==> config.mk <==
export PLATFORM = sky130hd
export DESIGN_NAME = adjust_sequencer_flat
export DESIGN_NICKNAME = d
export VERILOG_FILES = /design/src/rtl/clock_pkg.sv /design/src/rtl/adjust_sequencer_if.sv /design/src/rtl/key_debounce.sv /design/src/rtl/adjust_sequencer.sv /design/src/flat_wrapper.sv
export SDC_FILE = /design/constraint.sdc
export NUM_CORES = 1
export LEC_CHECK = 0
export CAP_MARGIN = 20
export CORE_MARGIN = 3
export CORE_UTILIZATION = 60
export CTS_CLUSTER_SIZE = 40
export DETAILED_ROUTE_END_ITERATION = 8
export GPL_TIMING_DRIVEN = 0
export PLACE_DENSITY = 0.8
export REMOVE_ABC_BUFFERS = 1
export SYNTH_ARGS = -nofsm -noshare
export SYNTH_HDL_FRONTEND = slang
export SYNTH_HIERARCHICAL = 1
export SYNTH_SLANG_ARGS = --single-unit
==> constraint.sdc <==
create_clock -name CLOCK_50 -period 4.6 [get_ports CLOCK_50]
set_input_delay 0.92 -clock CLOCK_50 [delete_from_list [all_inputs] [get_ports CLOCK_50]]
set_output_delay 0.92 -clock CLOCK_50 [all_outputs]
set_load 0.01 [all_outputs]
==> src/rtl/clock_pkg.sv <==
// Shared definitions for the clock set-time path: field encodings, FSM states
// and the 1 ms tick divisor.
package clock_pkg;

    localparam int unsigned SEL_W = 4;

    localparam logic [SEL_W-1:0] SEL_NONE   = 4'd0;
    localparam logic [SEL_W-1:0] SEL_SECOND = 4'd1;
    localparam logic [SEL_W-1:0] SEL_MINUTE = 4'd2;
    localparam logic [SEL_W-1:0] SEL_HOUR   = 4'd3;
    localparam logic [SEL_W-1:0] SEL_DAY    = 4'd4;
    localparam logic [SEL_W-1:0] SEL_MONTH  = 4'd5;
    localparam logic [SEL_W-1:0] SEL_YEAR_L = 4'd6;
    localparam logic [SEL_W-1:0] SEL_YEAR_H = 4'd7;

    localparam logic [SEL_W-1:0] SEL_FIRST = SEL_SECOND;
    localparam logic [SEL_W-1:0] SEL_LAST  = SEL_YEAR_H;

    typedef enum logic [1:0] {
        StRun,
        StAdj,
        StHold,
        StRepeat
    } adj_state_e;

    // Cycles per 1 ms tick; never below 1 so slow test clocks tick every cycle.
    function automatic int unsigned ms_tick_div(input int unsigned clk_hz);
        int unsigned div;
        div = clk_hz / 1000;
        return (div == 0) ? 1 : div;
    endfunction

endpackage

==> src/rtl/adjust_sequencer_if.sv <==
// Key inputs and adjust-mode command outputs of the set-time front end.
interface adjust_sequencer_if;
    import clock_pkg::*;

    logic [3:0]       KEY;
    logic             adjust;
    logic [SEL_W-1:0] select;
    logic             add;
    logic             clr;

    // Sequencer side.
    modport slave (input KEY, output adjust, output select, output add, output clr);
    // Button / consumer side.
    modport master (output KEY, input adjust, input select, input add, input clr);

endinterface

==> src/rtl/key_debounce.sv <==
// One push-button path: 2-flop synchronizer, ms-tick debounce counter and a
// registered press (1->0) event on the debounced level.
module key_debounce #(
    parameter int unsigned DEBOUNCE_MS = 20
) (
    input  logic i_clk,
    input  logic i_rst,
    input  logic i_tick,
    input  logic i_key,
    output logic o_level,
    output logic o_press
);

    localparam int unsigned CntW = $clog2(DEBOUNCE_MS + 1);

    logic [1:0]      r_sync;
    logic            r_level;
    logic            r_level_d;
    logic            r_press;
    logic [CntW-1:0] r_cnt;

    // Synchronize, debounce and register the falling edge of the accepted level.
    always_ff @(posedge i_clk) begin
        if (i_rst) begin
            r_sync    <= 2'b11;
            r_level   <= 1'b1;
            r_level_d <= 1'b1;
            r_press   <= 1'b0;
            r_cnt     <= '0;
        end else begin
            r_sync    <= {r_sync[0], i_key};
            r_level_d <= r_level;
            r_press   <= r_level_d & ~r_level;
            if (r_sync[1] == r_level) begin
                r_cnt <= '0;
            end else if (i_tick) begin
                if (r_cnt == CntW'(DEBOUNCE_MS - 1)) begin
                    r_level <= r_sync[1];
                    r_cnt   <= '0;
                end else begin
                    r_cnt <= r_cnt + 1'b1;
                end
            end
        end
    end

    assign o_level = r_level;
    assign o_press = r_press;

endmodule

==> src/rtl/adjust_sequencer.sv <==
// Adjust-mode controller: debounces the four keys, walks the field selection
// and issues single-cycle add/clr commands with press-and-hold auto-repeat.
module adjust_sequencer
    import clock_pkg::*;
#(
    parameter int unsigned CLK_HZ          = 50_000_000,
    parameter int unsigned DEBOUNCE_MS     = 20,
    parameter int unsigned REPEAT_DELAY_MS = 500,
    parameter int unsigned REPEAT_RATE_MS  = 100,
    parameter int unsigned IDLE_TIMEOUT_MS = 10_000
) (
    input  logic                CLOCK_50,
    input  logic                rst,
    adjust_sequencer_if.slave   bus
);

    localparam int unsigned TickDiv = ms_tick_div(CLK_HZ);
    localparam int unsigned TickW   = (TickDiv > 1) ? $clog2(TickDiv) : 1;
    localparam int unsigned RepMax  = (REPEAT_DELAY_MS > REPEAT_RATE_MS) ?
                                      REPEAT_DELAY_MS : REPEAT_RATE_MS;
    localparam int unsigned RepW    = $clog2(RepMax + 1);
    localparam int unsigned IdleW   = $clog2(IDLE_TIMEOUT_MS + 1);

    logic [TickW-1:0] r_tick_cnt;
    logic             w_tick;
    logic [3:0]       w_press;
    logic             w_key2_level;

    adj_state_e       r_state, w_state_d;
    logic [SEL_W-1:0] r_select, w_select_d;
    logic             r_adjust, w_adjust_d;
    logic             r_add, w_add_d;
    logic             r_clr, w_clr_d;
    logic [RepW-1:0]  r_rep_cnt, w_rep_d;
    logic [IdleW-1:0] r_idle_cnt, w_idle_d;

    assign w_tick = (r_tick_cnt == TickW'(TickDiv - 1));

    // Shared 1 ms strobe for all debouncers and the repeat/idle counters.
    always_ff @(posedge CLOCK_50) begin
        if (rst || w_tick) r_tick_cnt <= '0;
        else               r_tick_cnt <= r_tick_cnt + 1'b1;
    end

    key_debounce #(.DEBOUNCE_MS(DEBOUNCE_MS)) u_key0 (
        .i_clk(CLOCK_50), .i_rst(rst), .i_tick(w_tick), .i_key(bus.KEY[0]),
        .o_level(), .o_press(w_press[0])
    );
    key_debounce #(.DEBOUNCE_MS(DEBOUNCE_MS)) u_key1 (
        .i_clk(CLOCK_50), .i_rst(rst), .i_tick(w_tick), .i_key(bus.KEY[1]),
        .o_level(), .o_press(w_press[1])
    );
    key_debounce #(.DEBOUNCE_MS(DEBOUNCE_MS)) u_key2 (
        .i_clk(CLOCK_50), .i_rst(rst), .i_tick(w_tick), .i_key(bus.KEY[2]),
        .o_level(w_key2_level), .o_press(w_press[2])
    );
    key_debounce #(.DEBOUNCE_MS(DEBOUNCE_MS)) u_key3 (
        .i_clk(CLOCK_50), .i_rst(rst), .i_tick(w_tick), .i_key(bus.KEY[3]),
        .o_level(), .o_press(w_press[3])
    );

    // Next-state logic; event priority is KEY0 > KEY3 > KEY1 > KEY2, idle timeout above all.
    always_comb begin
        w_state_d  = r_state;
        w_select_d = r_select;
        w_adjust_d = r_adjust;
        w_add_d    = 1'b0;
        w_clr_d    = 1'b0;
        w_rep_d    = r_rep_cnt;
        w_idle_d   = r_idle_cnt;
        if (w_tick) w_idle_d = r_idle_cnt + 1'b1;

        case (r_state)
            StRun: begin
                w_idle_d = '0;
                w_rep_d  = '0;
                if (w_press[0]) begin
                    w_state_d  = StAdj;
                    w_select_d = SEL_FIRST;
                    w_adjust_d = 1'b1;
                end
            end
            StAdj, StHold, StRepeat: begin
                if ((w_tick && r_idle_cnt == IdleW'(IDLE_TIMEOUT_MS - 1)) || w_press[0]) begin
                    w_state_d  = StRun;
                    w_select_d = SEL_NONE;
                    w_adjust_d = 1'b0;
                    w_idle_d   = '0;
                    w_rep_d    = '0;
                end else if (w_press[3]) begin
                    w_state_d = StAdj;
                    w_clr_d   = 1'b1;
                    w_idle_d  = '0;
                end else if (w_press[1]) begin
                    w_state_d  = StAdj;
                    w_select_d = (r_select == SEL_LAST) ? SEL_FIRST : r_select + 1'b1;
                    w_idle_d   = '0;
                end else if (r_state == StAdj) begin
                    if (w_press[2]) begin
                        w_state_d = StHold;
                        w_add_d   = 1'b1;
                        w_rep_d   = '0;
                        w_idle_d  = '0;
                    end
                end else if (w_key2_level) begin
                    // Debounced release ends the auto-repeat.
                    w_state_d = StAdj;
                    w_rep_d   = '0;
                end else if (w_tick) begin
                    if ((r_state == StHold && r_rep_cnt == RepW'(REPEAT_DELAY_MS - 1)) ||
                        (r_state == StRepeat && r_rep_cnt == RepW'(REPEAT_RATE_MS - 1))) begin
                        w_state_d = StRepeat;
                        w_add_d   = 1'b1;
                        w_rep_d   = '0;
                        w_idle_d  = '0;
                    end else begin
                        w_rep_d = r_rep_cnt + 1'b1;
                    end
                end
            end
            default: w_state_d = StRun;
        endcase
    end

    // State, counters and registered outputs.
    always_ff @(posedge CLOCK_50) begin
        if (rst) begin
            r_state    <= StRun;
            r_select   <= SEL_NONE;
            r_adjust   <= 1'b0;
            r_add      <= 1'b0;
            r_clr      <= 1'b0;
            r_rep_cnt  <= '0;
            r_idle_cnt <= '0;
        end else begin
            r_state    <= w_state_d;
            r_select   <= w_select_d;
            r_adjust   <= w_adjust_d;
            r_add      <= w_add_d;
            r_clr      <= w_clr_d;
            r_rep_cnt  <= w_rep_d;
            r_idle_cnt <= w_idle_d;
        end
    end

    assign bus.adjust = r_adjust;
    assign bus.select = r_select;
    assign bus.add    = r_add;
    assign bus.clr    = r_clr;

endmodule

==> src/flat_wrapper.sv <==
// flat-port wrapper written by rule: the top's interface ports become plain ports
module adjust_sequencer_flat import clock_pkg::*;
#(
    parameter int unsigned CLK_HZ          = 50_000_000,
    parameter int unsigned DEBOUNCE_MS     = 20,
    parameter int unsigned REPEAT_DELAY_MS = 500,
    parameter int unsigned REPEAT_RATE_MS  = 100,
    parameter int unsigned IDLE_TIMEOUT_MS = 10_000
)
  (CLOCK_50, rst, bus_KEY, bus_adjust, bus_select, bus_add, bus_clr);
  adjust_sequencer_if bus_i ();
  input  logic CLOCK_50;
  input  logic rst;
  input wire logic [$bits(bus_i.KEY)-1:0] bus_KEY;
  output wire logic [$bits(bus_i.adjust)-1:0] bus_adjust;
  output wire logic [$bits(bus_i.select)-1:0] bus_select;
  output wire logic [$bits(bus_i.add)-1:0] bus_add;
  output wire logic [$bits(bus_i.clr)-1:0] bus_clr;
  assign bus_i.KEY = bus_KEY;
  assign bus_adjust = bus_i.adjust;
  assign bus_select = bus_i.select;
  assign bus_add = bus_i.add;
  assign bus_clr = bus_i.clr;
  adjust_sequencer #(.CLK_HZ(CLK_HZ), .DEBOUNCE_MS(DEBOUNCE_MS), .REPEAT_DELAY_MS(REPEAT_DELAY_MS), .REPEAT_RATE_MS(REPEAT_RATE_MS), .IDLE_TIMEOUT_MS(IDLE_TIMEOUT_MS)) u_core (.CLOCK_50(CLOCK_50), .rst(rst), .bus(bus_i));
endmodule
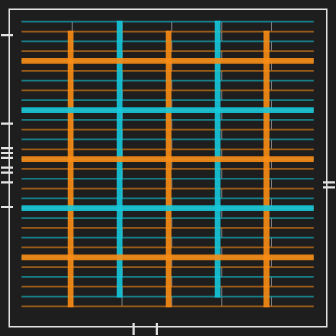
Run 1: PDN straps and rails
Pins as bars on the die edge. Tap cells in grey.
Key: cyan = VDD; orange = VSS
5 straps on met4. 5 straps on met5. 77 tap cells. 13 signal pins sit on the boundary.
Core ar.: 6390 um2
Die X: 87.6 um
VDD IR max: 0.000236 V
Die Ht: 87.6 um

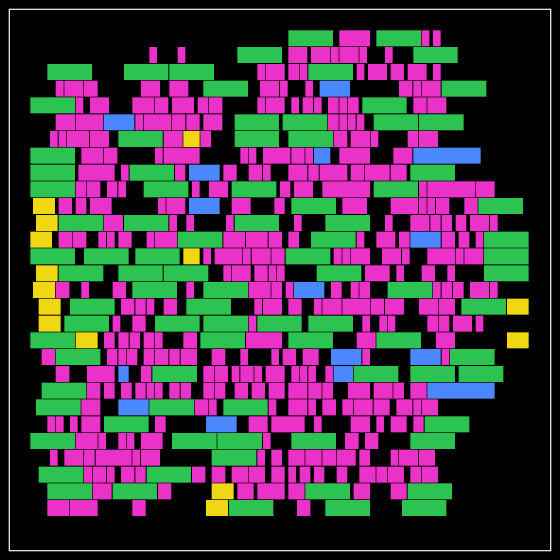
Run 1: cells coloured by class
Key: green = flip-flops [cells 88, share of their area 41%]; yellow = other buffers and delay cells [cells 14, share of their area 3.1%]; magenta = all other logic [cells 344, share of their area 51%]; blue = clock drivers and dummy loads [cells 15, share of their area 5.1%]
flop share of the area: 39.9%
Finished Core Util: 69.1%
post-route cell area: 4410 um2

==> summary.txt, run 1 <==
flow finished, numbers: Worst path max stage delay=850 ps, WP data required=4880 ps, Final Critical Period=3080 ps, Setup Viol. Count Final=0, status=completed, FP Util=62.5%, n_diodes=0, Final Routed Wirelength=7.21 mm, post-DP HPWL=5.09 mm, met2 Use GR=a little over a third, Largest regs=u_core/r_tick_cnt x16, u_core/r_idle_cnt x13, u_core/r_rep_cnt x9, yosys simple share=28.2%, CTS sink cnt=88, worst r2r src=u_core/r_idle_cnt[5], crit-path cells=clkdlybuf4s50_1, or2_2, a21oi_1, o22ai_1, a31oi_1, Pins Over Slew Limit=0, hold path endpoint=u_core/u_key0/r_sync[1], Top reg by flops=u_core/r_tick_cnt, first-pass GRT wire length=12.8 mm, Dominant comb cell=simple AND/OR/NAND/NOR gates, ys flop type=dfxtp_1
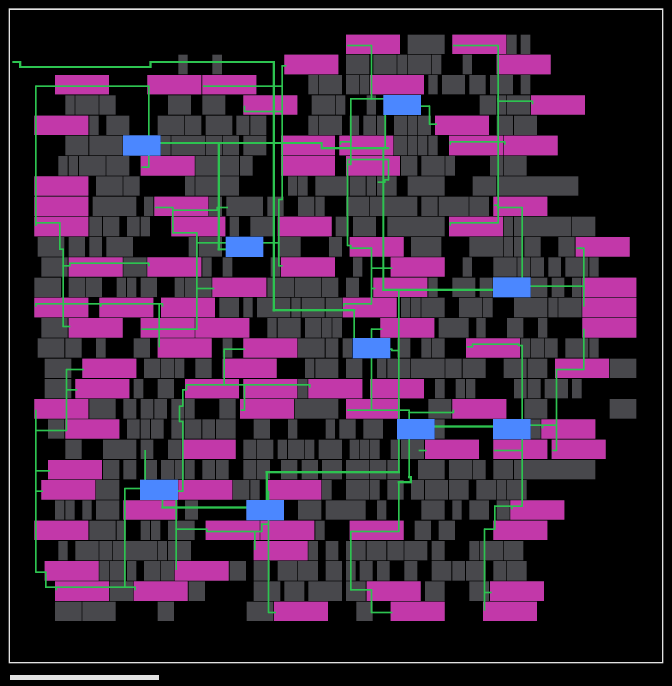
Run 1: clock distribution
Bar = 20 um.
Key: green = clock wires [length 932 um]; magenta = flip-flops [count 88]; blue = cells driving clock nets [count 9]
Position of the flops: widely spread.
P_clk: 0.000574 W
skew final: 4.29 ps

[run 1: power groups by stage]
stage,clock network (W),registers [W],logic (W)
finish,0.000574,0.000772,0.0000297
global route,0.000622,0.000773,0.0000333
CTS,0.000593,0.000772,0.0000299
detailed placement,0,0.000790,0.0000296
floorplan,0,0.000789,0.0000170
global placement,0,0.000790,0.0000288
[run 1: cell usage after synthesis, types with 3 or more instances]
cell / instances
and2_1: 5
or2_2: 10
clkbuf_1: 3
nor2b_1: 5
o311ai_2: 4
a21bo_1: 4
dfxtp_1: 88
mux2i_1: 8
o31ai_1: 6
o21ai_0: 8
a21oi_1: 13
nand4_1: 10
nor3_1: 19
and3_1: 10
nor2_1: 68
xor2_1: 21
nor4_1: 3
inv_1: 19
nand2_1: 23
xnor2_1: 22
a31oi_1: 3
nand2_2: 4
ha_1: 8
nand2b_1: 7
nand4b_1: 7
nand3_1: 19
o211ai_1: 7
[run 1: layer usage]
| metal | vias to the layer above | share of wire, % |
|---|---|---|
| met5 | - | 0 |
| met2 | 71 | 48 |
| met1 | 1470 | 46 |
| met4 | 0 | 1.1 |
| li1 | 1578 | - |
| met3 | 12 | 4.2 |
[run 1: worst register-to-register path, stage by stage, from the launching register on]
cell and delay (ps):
dfxtp_1 350, or4_1 530, nor4_1 830, a21oi_1 330
nand4_1 520, nor2_1 120
[run 1: worst max-delay path by stage]
| stage | startpoint | end | slack, ps | cells past startpoint |
|---|---|---|---|---|
| floorplan | u_core/r_tick_cnt[7] | u_core/bus.clr | 80 | 4 |
| global placement | u_core/r_tick_cnt[7] | u_core/bus.clr | -1290 | 4 |
| detailed placement | rst | u_core/r_state[0] | 1140 | 5 |
| CTS | rst | u_core/r_state[0] | 1520 | 5 |
| global route | rst | u_core/r_rep_cnt[7] | 1300 | 5 |
| finish | rst | u_core/r_state[0] | 1520 | 5 |
[run 1: per-stage QoR]
stage / utilization (%) / TNS, ps / power, W / cell area [um2]
2_1_floorplan: - / 0 / 0.000806 / 3960
3_3_place_gp: 65.3 / -28040 / 0.000819 / 4170
3_5_place_dp: 65.7 / 0 / 0.000820 / 4190
4_1_cts: 69.1 / 0 / 0.00139 / 4410
5_1_grt: 69.1 / 0 / 0.00143 / 4410
6_report: 69.1 / 0 / 0.00138 / 4410
[run 1: cell type report]
class / count / area (um2)
Clock inverter: 5 / 81.3
Multi-Input combinational cell: 325 / 2130
Timing Repair Buffer: 14 / 135
Clock buffer: 10 / 138
Tap cell: 77 / 96.3
Fill cell: 483 / 1970
Inverter: 19 / 71.3
Sequential cell: 88 / 1760
[run 1: cells in the final DEF, fill, tap and decap left out, drive strengths merged, types with 12 or more instances in the layout]
cell type / n
dfxtp: 88
xnor2: 22
nor3: 19
nand2: 27
xor2: 21
nand3: 19
clkdlybuf4s50: 12
inv: 19
a21oi: 13
nor2: 69
[run 1: cell families after synthesis]
group,count (synthesis)
adder cells (fa/ha/maj),8
flip-flops,88
AND-OR/OR-AND,59
XOR/XNOR,43
multiplexers,8
buffers and inverters,25
AND/OR/NAND/NOR,207
Run 1, signal wires by layer:
Bar = 20 um.
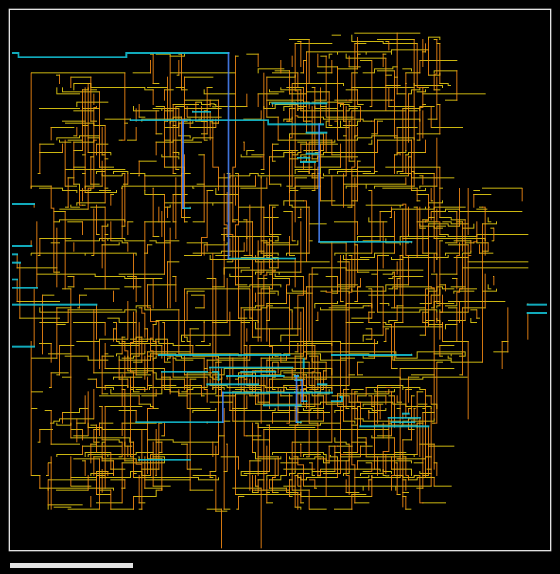

--- run 2 (diff from run 1) ---
- clock period: 4.6 -> 2.9 ns (I/O delays scaled with it)
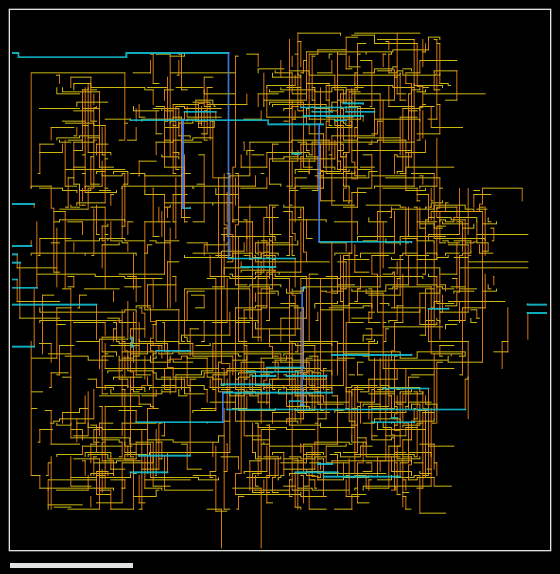
Run 2: signal wires by layer
Bar = 20 um.
Key: orange = met2 [wire length 3,550 um]; cyan = met3 [wire length 354 um]; yellow = met1 [wire length 3,340 um]; blue = met4 [wire length 90.4 um]

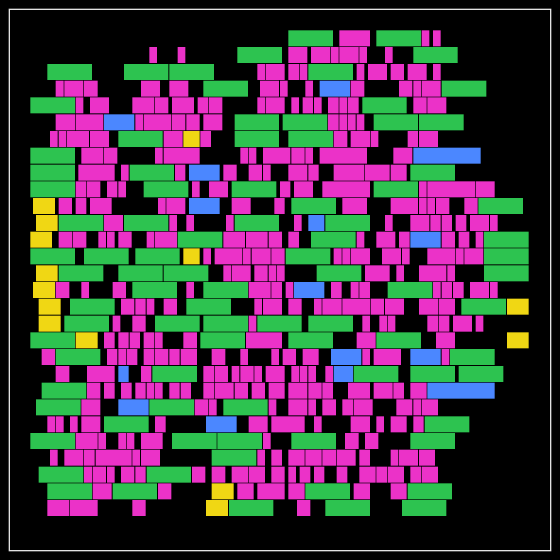
Run 2: cells coloured by class
Key: yellow = other buffers and delay cells [cells 14, share of their area 3.1%]; green = flip-flops [cells 88, share of their area 41%]; magenta = all other logic [cells 344, share of their area 51%]; blue = clock drivers and dummy loads [cells 15, share of their area 5.0%]

==> summary.txt, run 2 <==
flow finished, numbers: Finished Core Util=69.5%, Die X=87.6 um, DR top layer=met4, count leader, synth=dfxtp_1, CP Launch Type=flip-flop, Setup Viol. Count Final=0, share of cells above drive strength 1=10.8%, Final Routed Wirelength=approximately 7.3 mm, Pins Over Slew Limit=0, post-DP HPWL=5.09 mm, Largest regs=u_core/r_tick_cnt x16, u_core/r_idle_cnt x13, u_core/r_rep_cnt x9, Top reg by flops=u_core/r_tick_cnt, WL met3=around 350 um, CTS sink cnt=88, VDD IR max=0.000374 V, WP data required=3150 ps, Die Ht=87.6 um, ys flop type=dfxtp_1, skew final=5.29 ps, most numerous logic cells after layout=88 x dfxtp_1, 68 x nor2_1, 23 x nand2_1, Post-synth top cells=88 x dfxtp_1, 68 x nor2_1, 23 x nand2_1, 22 x xnor2_1, 21 x xor2_1, met2 routed WL=3.55 mm, M1 wire length=3.34 mm, Final Critical Period=~2800 ps, status=completed
-- run 2: final timing paths --
path | start | endpoint | slack [ps] | cells after the start
worst max-delay path | u_core/r_tick_cnt[7] | u_core/r_rep_cnt[6] | 130 | 4
worst min-delay path | u_core/u_key0/r_sync[0] | u_core/u_key0/r_sync[1] | 410 | 1
worst max register to register | u_core/r_tick_cnt[7] | u_core/r_rep_cnt[6] | 130 | 4
worst min register to register | u_core/u_key0/r_sync[0] | u_core/u_key0/r_sync[1] | 410 | 1
-- run 2: final cells by class --
type                            count  area [um2]  area share, %
Tap cell                           77        96.3           2.17
Inverter                           19        71.3           1.61
Multi-Input combinational cell    325        2150           48.5
Timing Repair Buffer               14         135           3.05
Clock buffer                       10         138           3.10
Sequential cell                    88        1760           39.7
Clock inverter                      5        81.3           1.83
-- run 2: cell families after synthesis --
family          count (synthesis)
buf+inv                        25
fa+ha+maj                       8
compound gates                 59
simple gates                  207
xor+xnor                       43
flops                          88
mux                             8
-- run 2: timing repair --
action,CTS,global route
resized,0,4
setup endpoints to repair,0,25
hold buffers,0,0
-- run 2: power by group --
group	switching [W]	internal [W]	total, W
registers	0.00000747	0.00122	0.00122
logic	0.0000257	0.0000218	0.0000475
clock network	0.000404	0.000504	0.000907
-- run 2: metal layers --
layer  up-vias  track usage, %
met5         -               0
met4         0            7.53
met3        10            5.93
met2        82            34.7
met1      1488            25.0
li1       1577               -
-- run 2: worst max-delay path, cell delays in order, from the launching register on --
cell,delay (ps)
dfxtp_1,370
or4b_4,620
nor4_1,850
nand3_1,480
o31ai_1,360
-- run 2: metrics by stage --
stage | TNS [ps] | instance area (um2) | setup WS, ps | cells
2_1_floorplan | -62160 | 3960 | -1620 | 432
3_3_place_gp | -114740 | 4170 | -2990 | 521
3_5_place_dp | -2070 | 4190 | -220 | 523
4_1_cts | 0 | 4410 | 125 | 538
5_1_grt | 0 | 4440 | 37.2 | 538
6_report | 0 | 4440 | 130 | 538
--- run 3 (diff from run 2) ---
--- a/config.mk
+++ b/config.mk
@@ -10,2 +10,3 @@
 export CORE_UTILIZATION = 60
+export CTS_BUF_LIST = sky130_fd_sc_hd__clkbuf_4 sky130_fd_sc_hd__clkbuf_8
 export CTS_CLUSTER_SIZE = 40
--- a/constraint.sdc
+++ b/constraint.sdc
@@ -3,2 +3,2 @@
 set_output_delay 0.58 -clock CLOCK_50 [all_outputs]
-set_load 0.01 [all_outputs]
+set_load 0.005 [all_outputs]
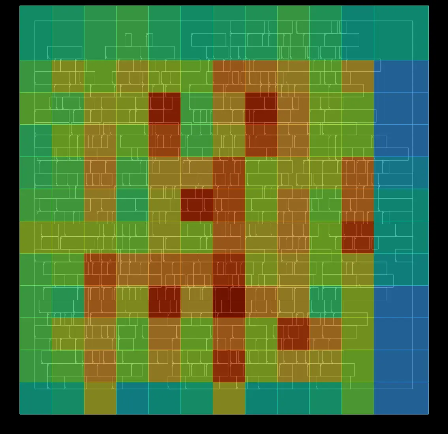
Run 3: track usage over the die
DR WL/cell: 13.6 um
busiest grt layer: met2
met2 Use GR: 34.7%
met1 Usage GRT: 25.0%

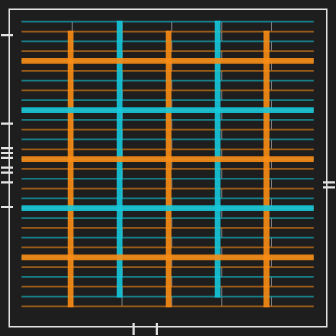
Run 3: PDN straps and rails
Pins as bars on the die edge. Tap cells in grey.
Key: orange = VSS; cyan = VDD
The core has 29 rows. 5 straps on met5.
VDD IR max: 0.000374 V

==> summary.txt, run 3 <==
flow finished, numbers: DP Worst Slack=-220 ps, Hold Fails Final Rpt=0, Root Driver=clkbuf_8, Critical Path Source=u_core/r_tick_cnt[7], Largest regs=u_core/r_tick_cnt x16, u_core/r_idle_cnt x13, u_core/r_rep_cnt x9, Final Critical Period=roughly 2800 ps, CTS sink cnt=88, Post-synth top cells=88 x dfxtp_1, 68 x nor2_1, 23 x nand2_1, 22 x xnor2_1, 21 x xor2_1, Core ar.=between 6000 and 7000 um2, share of cells above drive strength 1=10.8%, FP Util=62.5%, CP Launch Type=flip-flop, Setup Viol. Count Final=0, most numerous logic cells after layout=88 x dfxtp_1, 68 x nor2_1, 23 x nand2_1, PostCTS Resize Cnt=0, Final Routed Wirelength=7.34 mm, final critical-path share of the clock period=95.5%, Filler cells=~480, Crit-path slowest cell=nor4_1, n_diodes=0, post-route cell area=4440 um2, Worst Hold Launch=u_core/u_key0/r_sync[0], Top cell excl fill/tap=dfxtp_1, Cells after Synth=438, status=completed, post-DP HPWL=5.09 mm, Worst path max stage delay=850 ps, crit-path cells=or4b_4, nor4_1, nand3_1, o31ai_1, dominant cell type by area after synthesis=dfxtp_1, overall power=0.00218 W, total negative setup slack=0 ps, Pins Over Slew Limit=0, count leader, synth=dfxtp_1, Die X=slightly below 90 um, vias per inst=5.87, DP Area=4190 um2, synth warn=6, Die Ht=87.6 um, crit path setup slack, layout=130 ps, WP data required=between 3000 and 4000 ps, Die ar.=7670 um2, first-pass GRT wire length=12.8 mm
[run 3: cell counts in the layout (fill, tap and decap cells not counted)]
No cell type changed its count.
[run 3: power by group]
| part | total [W] | leakage, nW | internal (W) | switching [W] |
|---|---|---|---|---|
| registers | 0.00122 | 0.712 | 0.00122 | 0.00000747 |
| logic | 0.0000470 | 0.658 | 0.0000218 | 0.0000252 |
| clock network | 0.000907 | 0.108 | 0.000504 | 0.000404 |
| total | 0.00218 | 1.48 | 0.00174 | 0.000436 |
[run 3: cells by family (layout without fill, tap and decap cells)]
| family | after synthesis | count (layout) | share of synthesized area (%) |
|---|---|---|---|
| xor gates and xnor gates | 43 | 43 | 9.44 |
| adders and majority gates | 8 | 8 | 2.51 |
| AOI/OAI and AO/OA | 59 | 59 | 11.1 |
| and+or+nand+nor | 207 | 207 | 28.2 |
| muxes | 8 | 8 | 2.01 |
| buffers and inverters | 25 | 48 | 2.66 |
| DFF | 88 | 88 | 44.1 |
[run 3: through the flow]
| step | util, % | std cells |
|---|---|---|
| floorplan | - | 432 |
| global placement | 65.3 | 521 |
| detailed placement | 65.7 | 523 |
| CTS | 69.1 | 538 |
| global route | 69.5 | 538 |
| finish | 69.5 | 538 |
[run 3: metal layers]
layer | track usage (%) | vias up | part of all wire [%]
met5 | 0 | - | 0
met4 | 7.53 | 0 | 1.2
met3 | 5.93 | 10 | 4.8
met2 | 34.7 | 82 | 48
met1 | 25.0 | 1488 | 46
li1 | - | 1577 | -
[run 3: worst paths after layout]
check / endpoint / slack [ps] / cells past startpoint
worst max register to register: u_core/r_rep_cnt[6] / 130 / 4
worst max-delay path: u_core/r_rep_cnt[6] / 130 / 4
worst min-delay path: u_core/u_key0/r_sync[1] / 410 / 1
worst min register to register: u_core/u_key0/r_sync[1] / 410 / 1
[run 3: cell type report]
| class | instances | area [um2] | share of cell area [%] |
|---|---|---|---|
| clock buffers | 10 | 138 | 3.10 |
| clock inverters | 5 | 81.3 | 1.83 |
| well taps | 77 | 96.3 | 2.17 |
| inverters | 19 | 71.3 | 1.61 |
| repair buffers | 14 | 135 | 3.05 |
| multi-input cells | 325 | 2150 | 48.5 |
| flip-flops and latches | 88 | 1760 | 39.7 |
[run 3: critical path: cells and delay by family, from the launching register on]
family,cells,cell delay (ps)
AOI/OAI and AO/OA,1,360
and+or+nand+nor,3,1950
DFF,1,370
Power is estimated from default activity; no workload was simulated.
